$ cat config.mk
export PLATFORM = sky130hd
export DESIGN_NAME = led_ctrl_wb
export DESIGN_NICKNAME = d
export VERILOG_FILES = /design/src/rtl/led_ctrl_pkg.sv /design/src/rtl/led_pwm_channel.sv /design/src/rtl/led_ctrl_wb.sv
export SDC_FILE = /design/constraint.sdc
export NUM_CORES = 1
export LEC_CHECK = 0
export CORE_UTILIZATION = 60
export DETAILED_ROUTE_END_ITERATION = 12
export PLACE_DENSITY = 0.8
export SLEW_MARGIN = 10
export SYNTH_ARGS = -nofsm -noshare
export SYNTH_HDL_FRONTEND = slang
export SYNTH_SLANG_ARGS = --single-unit
$ cat constraint.sdc
create_clock -name clk -period 7.07 [get_ports clk]
set_input_delay 1.414 -clock clk [delete_from_list [all_inputs] [get_ports clk]]
set_output_delay 1.414 -clock clk [all_outputs]
set_load 0.01 [all_outputs]
$ cat src/rtl/led_ctrl_pkg.sv
// Shared register map, mode encodings and control bit positions for the
// Wishbone LED controller.
package led_ctrl_pkg;

    localparam int ADDR_CTRL      = 0;
    localparam int ADDR_PRESCALE  = 1;
    localparam int ADDR_BLINK     = 2;
    localparam int ADDR_STATUS    = 3;
    localparam int ADDR_CHAN_BASE = 4;

    localparam int CTRL_EN_BIT      = 0;
    localparam int CTRL_INV_BIT     = 1;
    localparam int STATUS_PHASE_BIT = 15;
    localparam int MODE_LSB         = 8;

    typedef enum logic [1:0] {
        MODE_OFF   = 2'b00,
        MODE_ON    = 2'b01,
        MODE_PWM   = 2'b10,
        MODE_BLINK = 2'b11
    } led_mode_e;

    function automatic logic mode_uses_pwm(input led_mode_e m);
        return (m == MODE_PWM) || (m == MODE_BLINK);
    endfunction

endpackage

$ cat src/rtl/led_pwm_channel.sv
// One LED channel: bus-visible DUTY/MODE, the shadow duty used by the
// comparator, and the raw (pre-enable, pre-invert) drive.
module led_pwm_channel
    import led_ctrl_pkg::*;
#(
    parameter int PWM_WIDTH = 8
) (
    input  logic                 clk,
    input  logic                 reset,
    input  logic                 we,
    input  logic [PWM_WIDTH-1:0] wr_duty,
    input  led_mode_e            wr_mode,
    input  logic [PWM_WIDTH-1:0] pwm_cnt,
    input  logic                 pwm_wrap,
    input  logic                 blink_phase,
    output logic [PWM_WIDTH-1:0] duty,
    output led_mode_e            mode,
    output logic                 raw
);

    logic [PWM_WIDTH-1:0] active_duty;
    logic                 mode_start;
    logic                 pwm_on;

    // Entering a PWM mode from a static one loads the shadow at once so the
    // first period is not spent on a stale duty.
    assign mode_start = we && !mode_uses_pwm(mode) && mode_uses_pwm(wr_mode);

    always_ff @(posedge clk) begin
        if (!reset) begin
            duty        <= '0;
            mode        <= MODE_OFF;
            active_duty <= '0;
        end else begin
            if (we) begin
                duty <= wr_duty;
                mode <= wr_mode;
            end
            if (mode_start) begin
                active_duty <= wr_duty;
            end else if (pwm_wrap) begin
                active_duty <= duty;
            end
        end
    end

    assign pwm_on = (pwm_cnt < active_duty);

    always_comb begin
        raw = 1'b0;
        case (mode)
            MODE_OFF:   raw = 1'b0;
            MODE_ON:    raw = 1'b1;
            MODE_PWM:   raw = pwm_on;
            MODE_BLINK: raw = pwm_on && blink_phase;
            default:    raw = 1'b0;
        endcase
    end

endmodule

$ cat src/rtl/led_ctrl_wb.sv
// Wishbone-slave LED controller: bus decode, global registers, prescaler,
// PWM counter and blink timer feeding NUM_LEDS channel instances.
module led_ctrl_wb
    import led_ctrl_pkg::*;
#(
    parameter int NUM_LEDS   = 4,
    parameter int PWM_WIDTH  = 8,
    parameter int ADDR_WIDTH = 4,
    parameter int DATA_WIDTH = 16
) (
    input  logic                  clk,
    input  logic                  reset,
    output logic [NUM_LEDS-1:0]   led,
    input  logic [ADDR_WIDTH-1:0] wbs_address,
    input  logic [DATA_WIDTH-1:0] wbs_writedata,
    output logic [DATA_WIDTH-1:0] wbs_readdata,
    input  logic                  wbs_write,
    input  logic                  wbs_cycle,
    output logic                  wbs_ack
);

    logic                  take;
    logic                  wr_en;
    logic                  wr_ctrl;
    logic                  wr_presc;
    logic                  wr_blink;

    logic                  ctrl_en;
    logic                  ctrl_inv;
    logic [15:0]           prescale;
    logic [15:0]           blink;

    logic [15:0]           presc_cnt;
    logic [15:0]           blink_cnt;
    logic [PWM_WIDTH-1:0]  pwm_cnt;
    logic                  blink_phase;
    logic                  tick;
    logic                  pwm_wrap;

    logic [NUM_LEDS-1:0]   raw;
    logic [NUM_LEDS-1:0]   chan_we;
    logic [PWM_WIDTH-1:0]  chan_duty [NUM_LEDS];
    led_mode_e             chan_mode [NUM_LEDS];
    logic [DATA_WIDTH-1:0] rd_mux;

    // Handshake: wbs_cycle acts as valid and !wbs_ack as ready. An access is
    // taken on an edge where both hold; writes commit on that edge and the
    // ack (with read data) follows for exactly one cycle, so a master that
    // keeps wbs_cycle high gets at most one ack every two cycles.
    assign take     = wbs_cycle && !wbs_ack;
    assign wr_en    = take && wbs_write;
    assign wr_ctrl  = wr_en && (wbs_address == ADDR_WIDTH'(ADDR_CTRL));
    assign wr_presc = wr_en && (wbs_address == ADDR_WIDTH'(ADDR_PRESCALE));
    assign wr_blink = wr_en && (wbs_address == ADDR_WIDTH'(ADDR_BLINK));

    always_ff @(posedge clk) begin
        if (!reset) begin
            wbs_ack      <= 1'b0;
            wbs_readdata <= '0;
        end else begin
            wbs_ack <= take;
            if (take) begin
                wbs_readdata <= wbs_write ? '0 : rd_mux;
            end
        end
    end

    always_ff @(posedge clk) begin
        if (!reset) begin
            ctrl_en  <= 1'b0;
            ctrl_inv <= 1'b0;
            prescale <= '0;
            blink    <= '0;
        end else begin
            if (wr_ctrl) begin
                ctrl_en  <= wbs_writedata[CTRL_EN_BIT];
                ctrl_inv <= wbs_writedata[CTRL_INV_BIT];
            end
            if (wr_presc) begin
                prescale <= wbs_writedata[15:0];
            end
            if (wr_blink) begin
                blink <= wbs_writedata[15:0];
            end
        end
    end

    // A PRESCALE write restarts the divider and swallows a coincident tick.
    assign tick     = (presc_cnt == prescale) && !wr_presc;
    assign pwm_wrap = tick && (pwm_cnt == '1);

    always_ff @(posedge clk) begin
        if (!reset) begin
            presc_cnt <= '0;
            pwm_cnt   <= '0;
        end else begin
            if (wr_presc || tick) begin
                presc_cnt <= '0;
            end else begin
                presc_cnt <= presc_cnt + 16'd1;
            end
            if (tick) begin
                pwm_cnt <= pwm_cnt + 1'b1;
            end
        end
    end

    // With BLINK=0 the phase is never toggled, so it stays at its set value 1.
    always_ff @(posedge clk) begin
        if (!reset) begin
            blink_cnt   <= '0;
            blink_phase <= 1'b1;
        end else if (wr_blink) begin
            blink_cnt   <= '0;
            blink_phase <= 1'b1;
        end else if (pwm_wrap && (blink != 16'd0)) begin
            if (blink_cnt == blink - 16'd1) begin
                blink_cnt   <= '0;
                blink_phase <= ~blink_phase;
            end else begin
                blink_cnt <= blink_cnt + 16'd1;
            end
        end
    end

    for (genvar g = 0; g < NUM_LEDS; g++) begin : g_chan
        assign chan_we[g] = wr_en && (wbs_address == ADDR_WIDTH'(ADDR_CHAN_BASE + g));

        led_pwm_channel #(
            .PWM_WIDTH (PWM_WIDTH)
        ) u_chan (
            .clk         (clk),
            .reset       (reset),
            .we          (chan_we[g]),
            .wr_duty     (wbs_writedata[PWM_WIDTH-1:0]),
            .wr_mode     (led_mode_e'(wbs_writedata[MODE_LSB+1:MODE_LSB])),
            .pwm_cnt     (pwm_cnt),
            .pwm_wrap    (pwm_wrap),
            .blink_phase (blink_phase),
            .duty        (chan_duty[g]),
            .mode        (chan_mode[g]),
            .raw         (raw[g])
        );
    end

    always_comb begin
        rd_mux = '0;
        case (wbs_address)
            ADDR_WIDTH'(ADDR_CTRL): begin
                rd_mux[CTRL_EN_BIT]  = ctrl_en;
                rd_mux[CTRL_INV_BIT] = ctrl_inv;
            end
            ADDR_WIDTH'(ADDR_PRESCALE): rd_mux[15:0] = prescale;
            ADDR_WIDTH'(ADDR_BLINK):    rd_mux[15:0] = blink;
            ADDR_WIDTH'(ADDR_STATUS): begin
                rd_mux[PWM_WIDTH-1:0]   = pwm_cnt;
                rd_mux[STATUS_PHASE_BIT] = blink_phase;
            end
            default: begin
                for (int i = 0; i < NUM_LEDS; i++) begin
                    if (wbs_address == ADDR_WIDTH'(ADDR_CHAN_BASE + i)) begin
                        rd_mux[PWM_WIDTH-1:0]         = chan_duty[i];
                        rd_mux[MODE_LSB+1:MODE_LSB]   = chan_mode[i];
                    end
                end
            end
        endcase
    end

    always_ff @(posedge clk) begin
        if (!reset) begin
            led <= '0;
        end else begin
            led <= {NUM_LEDS{ctrl_inv}} ^ ({NUM_LEDS{ctrl_en}} & raw);
        end
    end

endmodule

==> run_results.csv, run 1 <==
group,metric,value,unit
run_status,status,"finished clean",
power_and_ir_drop,power.internal,1.49,mW
final_layout,biggestCellCategory,"combinational gates",
route,ant_nets,0,
final_layout,flop_area,3360,um^2
cts,clock_latency,0.44,ns
placement,hpwl,16300,um
cts,cts_buffers,17,
final_layout,layout.nets,1143,
worst_setup_path,cpPeakStageDelay,0.96,ns
sta,setup_viol,0,
power_and_ir_drop,power_clock,889,uW
yosys,topCellsByArea,"dfxtp_1 38%, nand2_1 7.9%, a21oi_1 5.5%, ha_1 4.5%, mux2i_1 4.5%",
power_and_ir_drop,seqPwrFrac,48.2,%
yosys,synth.top_cell.area_share,37.7,%
power_and_ir_drop,p_seq,979,uW
yosys,syn_avg_cell_area,8.15,um^2
cts,cts-resized-gates,0,
final_layout,final_cell_mix,"188 x nand2_1, 168 x dfxtp_1, 98 x a21oi_1",
flow_run,tool_warnings,26,
yosys,xor_area_share,6.77,%
cts,holdBufCountCts,0,
final_layout,logic_gates,815,
yosys,postSynthSeqShare,37.7,%
route,drtIter0Drc,1044,
final_layout,lay_top_count,"nand2_1",
power_and_ir_drop,p_comb_share,8.0,%
die,nWellTaps,184,
final_layout,buffers,47,
power_and_ir_drop,switchingPower,539,uW
placement,gp_congestion,0.940,
global_route,grt_max_degree,75,
final_layout,logic_area,5100,um^2
yosys,ys_sh_simple,24.7,%
route,drt-vias-per-instance,6.17,
global_route,grt_pass1_wl,37300,um
global_route,antenna_found_initial,0,
final_layout,antenna_cells,0,
power_and_ir_drop,power.leakage,3.64,nW
yosys,ys_area,8930,um^2
yosys,netlist_instances,1096,
sta,fin_ws,2.00,ns
die,dieArea,15400,um^2
final_layout,nonClkBufAreaFrac,4.70,%
sta,fin_crit_sh,71.8,%
route,dr.pass1.iters,6,
yosys,yosysWarningCount,0,
placement,dp_cells,1252,
final_layout,fin_area,9860,um^2
sta,fin_tns_setup,0,ns
yosys,synth_nets,1152,
cts,cts_setup_buffers,0,
cts,clockBufferDepth,2,
yosys,ys_top_logic_family,"simple AND/OR/NAND/NOR gates",
min_path,worstHoldStart,"wbs_readdata[15]",
power_and_ir_drop,power.share.clock,43.7,%
die,die_w,124,um
sta,clock.fmax,197,MHz
sta,slew_headroom,25.9,%
final_layout,nClkBuffers,19,
die,core-area,14500,um^2
yosys,flop_cell,"dfxtp_1",
yosys,compound_area_share,15.4,%
yosys,synth-edff-count,0,
yosys,async_reset_ff_share,0,%
final_layout,synthToLayoutAreaGrowth,10.4,%
sta,layout_min_cycle_time,5.07,ns
worst_setup_path,critPathKind,"input pin to flop",
sta,tightest_slew,1.11,ns
power_and_ir_drop,total_power,2.03,mW
worst_setup_path,r2r-start,"wbs_ack",
final_layout,sh_seq_area,34.1,%
flow_run,maxCapViolCount,0,
cts,tritoncts,"built",
worst_setup_path,crit_required,7.35,ns
cts,clkTransAtPathRegs,0.07,ns
yosys,ys.flops,168,
die,dieHeight,124,um
power_and_ir_drop,comb-power,164,uW
power_and_ir_drop,top_power_group,"registers",
worst_setup_path,crit_path_start_kind,"input pin",
final_layout,final-clk-cell-share,5.64,%
final_layout,inverters,38,
route,drc_errors,0,
yosys,yosysTopAreaCell,"dfxtp_1",
yosys,ys_types,54,
placement,placed_area,9300,um^2
yosys,adder_share,4.48,%
worst_setup_path,end_kind,"flop",
global_route,grt_usage,32.2,%
sta,hold_viol_final,0,
final_layout,drive_gt1_share,6.45,%
power_and_ir_drop,max-vdd-ir-drop,165,uV
sta,rsz0062_at_grt,"no",
global_route,grt_overflow,0,
sta,drv_slew,0,
yosys,netlist_area,8930,um^2
final_layout,comb_share,51.7,%
cts,clock-sinks,168,
worst_setup_path,crit_fanout,49,
sta,hold_ws,0.477,ns
placement,dp_slack,1.58,ns
cts,h-tree-depth,4,
yosys,yosys_cells,1096,
yosys,synth.area.mux_share,5.74,%
worst_setup_path,cp.arrival,5.35,ns
## run 1: kinds of logic (layout without fill, tap and decap cells)
logic type,after synthesis,after routing
AOI/OAI and AO/OA,216,216
buffers and inverters,113,117
xor gates and xnor gates,69,69
and+or+nand+nor,450,450
adders and majority gates,32,32
DFF,168,168
muxes,48,48
## run 1: cell usage after synthesis (all sizes together), types with 5 or more instances
master / n
a211oi: 33
a21o: 12
a21oi: 98
a222oi: 8
a22o: 5
a22oi: 20
a31oi: 5
and2: 6
and3: 10
buf: 14
clkbuf: 61
dfxtp: 168
ha: 32
inv: 37
mux2: 6
mux2i: 40
nand2: 189
nand2b: 9
nand3: 27
nand3b: 13
nand4: 12
nor2: 95
nor2b: 11
nor3: 38
nor4: 21
o211ai: 7
o21ai: 16
xnor2: 37
xor2: 32
## run 1: metal layers
layer	up-vias	track usage, %	part of all wire [%]
met2	368	46.4	43
met5	-	0	0
met3	36	8.24	10
met1	3709	46.3	45
li1	3806	-	-
met4	0	11.2	2.1
## run 1: final timing paths
| kind | endpoint | slack, ns | cells past startpoint |
|---|---|---|---|
| worst max-delay path | blink_cnt[3] | 2.00 | 7 |
| worst min-delay path | wbs_readdata[15] | 0.48 | 2 |
| worst max register to register | blink_cnt[3] | 3.55 | 7 |
| worst min register to register | wbs_readdata[15] | 0.48 | 2 |
## run 1: state kept, by name, summed over array words and instances (netlist names), 4 cells and up
register	flops
blink	16
blink_cnt	16
g_chan.u_chan.active_duty	32
g_chan.u_chan.duty	32
g_chan.u_chan.mode	8
led	4
presc_cnt	16
prescale	16
pwm_cnt	8
wbs_readdata	16
## run 1: critical path, delay by kind of cell
family / cells / cell delay (ns)
simple gates: 6 / 3.09
buf+inv: 1 / 0.81
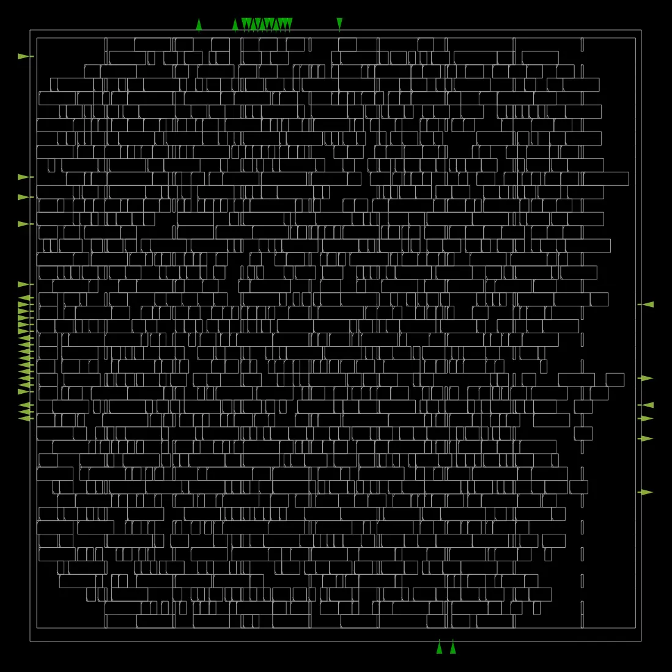
Figure 1: run 1, cell placement.
Layout Cells excl Fill: 1284
# rows: 44
Flops: 168
final core occ: 67.8%
fill count: 1199

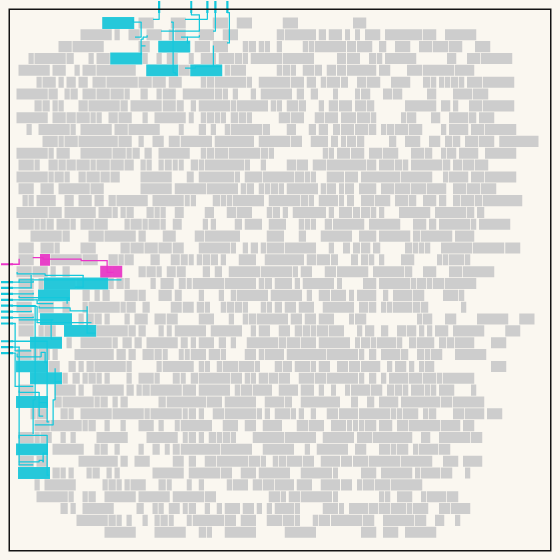
Figure 2: run 1, port wiring.
Key: magenta = wbs_cycle [direction input, edge left, end cells 3, buffers 1, wire 24.6 um]; cyan = wbs_readdata [direction output, edge 11 left, 5 top, end cells 16, buffers 16, wire 424 um]
total I/O pin count: 45
PortBufs: 44

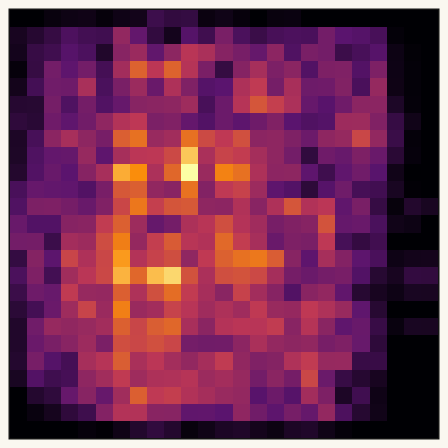
Figure 3: run 1, signal metal coverage by tile.
25 x 25 tiles, from black (low) to pale yellow (high), scaled to the fullest tile. Values are wire area over tile area, all layers added.
The mean over all tiles is 0.26. The densest ninth of the die: middle. The emptiest ninth of the die: bottom right. 11% of the tiles are nearly empty. The fullest tile reaches 0.86.
WL final: 23500 um
WL/cell: 18.3 um
via count: 7919

Figure 4. Met3 routing (run 1).
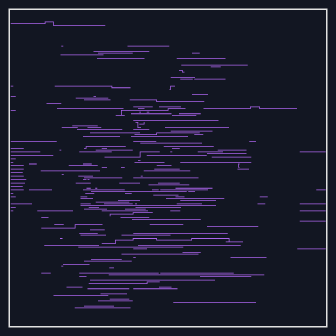

==> run 2, diff against run 1 <==
--- a/config.mk
+++ b/config.mk
@@ -5,9 +5,9 @@
 export SDC_FILE = /design/constraint.sdc
 export NUM_CORES = 1
 export LEC_CHECK = 0
-export CORE_UTILIZATION = 60
+export CORE_UTILIZATION = 55
 export DETAILED_ROUTE_END_ITERATION = 12
-export PLACE_DENSITY = 0.8
+export PLACE_DENSITY = 0.77
 export SLEW_MARGIN = 10
 export SYNTH_ARGS = -nofsm -noshare
 export SYNTH_HDL_FRONTEND = slang
==> constraint.sdc (replaced) <==
create_clock -name clk -period 4.3 [get_ports clk]
set_input_delay 0.86 -clock clk [delete_from_list [all_inputs] [get_ports clk]]
set_output_delay 0.86 -clock clk [all_outputs]
set_load 0.01 [all_outputs]
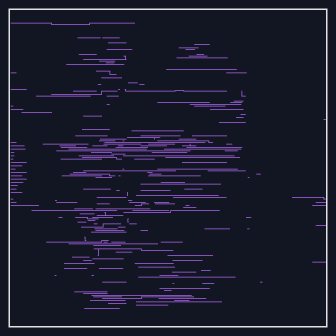
Figure 5: run 2, met3 routing.
The wires run mostly horizontal. 144 nets have wire on it.
via count: 8028
WL final: 24600 um
met3 Use GR: 7.06%

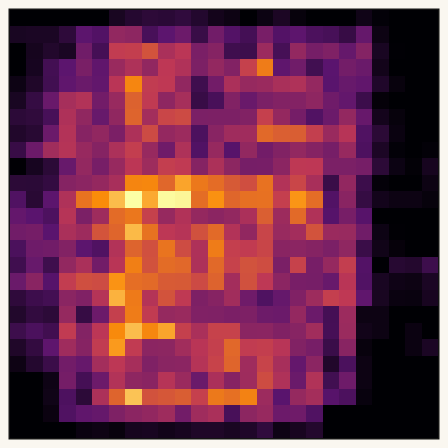
Figure 6: run 2, signal metal coverage by tile.
26 x 26 tiles, from black (low) to pale yellow (high), scaled to the fullest tile. Values are wire area over tile area, all layers added.
The fullest tile reaches 0.80. The densest ninth of the die: middle. The mean over all tiles is 0.24. 19% of the tiles are over half the peak. 15% of the tiles are nearly empty. The emptiest ninth of the die: bottom right.
WL/cell: 18.5 um
Global Route Usage Sum: 30.5%

==> run 2 against run 1 <==
First-iteration DRC count is 16% lower. Power is 68% higher. Clock power increased by 71%. Non-clock buffer count grew 16. Die area grew 8.9%. Critical path type unchanged. Largest power group unchanged.
==> run_results.csv, run 2 <==
group,metric,value,unit
yosys,ys_area,8930,um^2
yosys,synth_nets,1152,
route,dr.pass1.iters,7,
sta,hold_viol_final,0,
yosys,common_cells,"188 x nand2_1, 168 x dfxtp_1, 98 x a21oi_1, 95 x nor2_1, 61 x clkbuf_1",
final_layout,layout.nets,1159,
min_path,hold_end,"wbs_readdata[15]",
sta,fin_ws,1.07,ns
sta,hold_ws,0.470,ns
yosys,netlist_area,8930,um^2
worst_setup_path,end_kind,"flop",
yosys,yosysWarningCount,0,
yosys,flop_cell,"dfxtp_1",
yosys,netlist_instances,1096,
placement,dp_slack,0.668,ns
worst_setup_path,r2r-start,"presc_cnt[0]",
cts,cts-resized-gates,0,
yosys,async_reset_ff_share,0,%
route,drt-vias-per-instance,6.03,
global_route,grt_max_degree,67,
placement,io_buffers,44,
cts,cts_setup_buffers,0,
final_layout,fillerInstances,1362,
worst_setup_path,cp.arrival,3.52,ns
worst_setup_path,critPathKind,"input pin to flop",
die,rows,46,
placement,hpwl,16700,um
global_route,antenna_found_initial,0,
die,dieArea,16800,um^2
worst_setup_path,crit_required,4.59,ns
worst_setup_path,crit_fanout,32,
cts,tritoncts,"built",
worst_setup_path,crit_path_start_kind,"input pin",
cts,h-tree-depth,4,
placement,gp_congestion,0.899,
die,core-area,15900,um^2
sta,fin_crit_sh,75.2,%
die,dieHeight,129,um
power_and_ir_drop,power.leakage,3.70,nW
worst_setup_path,cpPeakStageDelay,0.52,ns
sta,rsz0062_at_grt,"no",
run_status,status,"finished clean",
sta,tightest_slew,0.785,ns
final_layout,antenna_cells,0,
worst_setup_path,r2r_setup_slack,1.43,ns
sta,slew_headroom,47.2,%
placement,placed_area,9460,um^2
worst_setup_path,worst-r2r-cell-count,8,
sta,fin_tns_setup,0,ns
cts,clockBufferDepth,2,
yosys,top_cell,"nand2_1",
die,die_w,129,um
route,ant_nets,0,
min_path,min_path_cells,2,
worst_setup_path,r2r-end,"blink_cnt[1]",
cts,clock-sinks,168,
yosys,ys_types,54,
worst_setup_path,critPathBufInv,2,
final_layout,synthToLayoutAreaGrowth,12.3,%
final_layout,fin_area,10000,um^2
flow_run,tool_warnings,26,
yosys,synth.top_cell.area_share,37.7,%
sta,clock.fmax,309,MHz
sta,drv_slew,0,
min_path,worstHoldStart,"wbs_readdata[15]",
power_and_ir_drop,max-vdd-ir-drop,288,uV
die,io_pins,45,
yosys,topCellsByArea,"dfxtp_1 38%, nand2_1 7.9%, a21oi_1 5.5%, ha_1 4.5%, mux2i_1 4.5%",
worst_setup_path,worstSetupPathDepth,8,
yosys,postSynthSeqShare,37.7,%
yosys,synth-edff-count,0,
power_and_ir_drop,total_power,3.42,mW
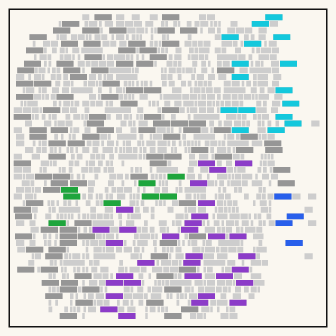
Figure 7: run 2, register map, names as in the netlist.
Other sequential cells in the stronger grey, the rest of the logic in the fainter grey.
Key: cyan = blink_cnt [placed flops 16, where top right]; purple = g_chan.u_chan.active_duty [placed flops 32]; blue = led [placed flops 4]; green = g_chan.u_chan.mode [placed flops 8]
Another 108 sequential cells are not coloured.
Sequential cell area: 3360 um^2
Seq group: 1.61 mW
sequential cell area share: 33.5%

==> run 2: cell count changes in the layout (fill, tap and decap cells not counted), sizes merged <==
cell	previous run	this run
clkbuf	19	20
clkinvlp	1	5
buf	3	19
bufinv	0	2
inv	45	39
clkinv	5	3
==> run 2: routing by layer <==
layer / vias up / GRT usage, % / wire length [um]
met5: - / 0 / 0
met4: 0 / 9.30 / 478
met3: 41 / 7.06 / 2360
met2: 395 / 44.2 / 10700
met1: 3767 / 44.5 / 11100
li1: 3825 / - / -
==> run 2: layout make-up <==
class	count	area [um^2]	share of cell area [%]
Timing Repair Buffer	63	583	5.81
Multi-Input combinational cell	815	5100	50.8
Sequential cell	168	3360	33.5
Clock inverter	11	125	1.25
Clock buffer	20	447	4.45
Tap cell	216	270	2.69
Inverter	38	145	1.45
==> run 2: report_power, final <==
part           total, mW  internal [mW]  switching [mW]
clock network       1.52          0.867           0.650
registers           1.61           1.57          0.0411
logic              0.290          0.116           0.174
total               3.42           2.56           0.866
==> run 2: logic make-up (layout without fill, tap and decap cells) <==
family / count (synthesis) / count (layout) / share of synthesized area [%]
AND/OR/NAND/NOR: 450 / 450 / 24.7
AND-OR/OR-AND: 216 / 216 / 15.4
flip-flops: 168 / 168 / 37.7
buffers and inverters: 113 / 132 / 5.32
XOR/XNOR: 69 / 69 / 6.77
multiplexers: 48 / 48 / 5.74
adder cells (fa/ha/maj): 32 / 32 / 4.48
==> run 2: metrics by stage <==
stage	std cells	util (%)
2_1_floorplan	1096	-
3_3_place_gp	1300	59.6
3_5_place_dp	1300	59.6
4_1_cts	1331	63.2
5_1_grt	1331	63.2
6_report	1331	63.2
==> run 2: tightest hold or removal path, stage by stage (launching register included) <==
cell and delay [ns]:
dfxtp_1 0.32, nand2_1 0.06, a21oi_1 0.05
Power and IR drop assume default switching activity.
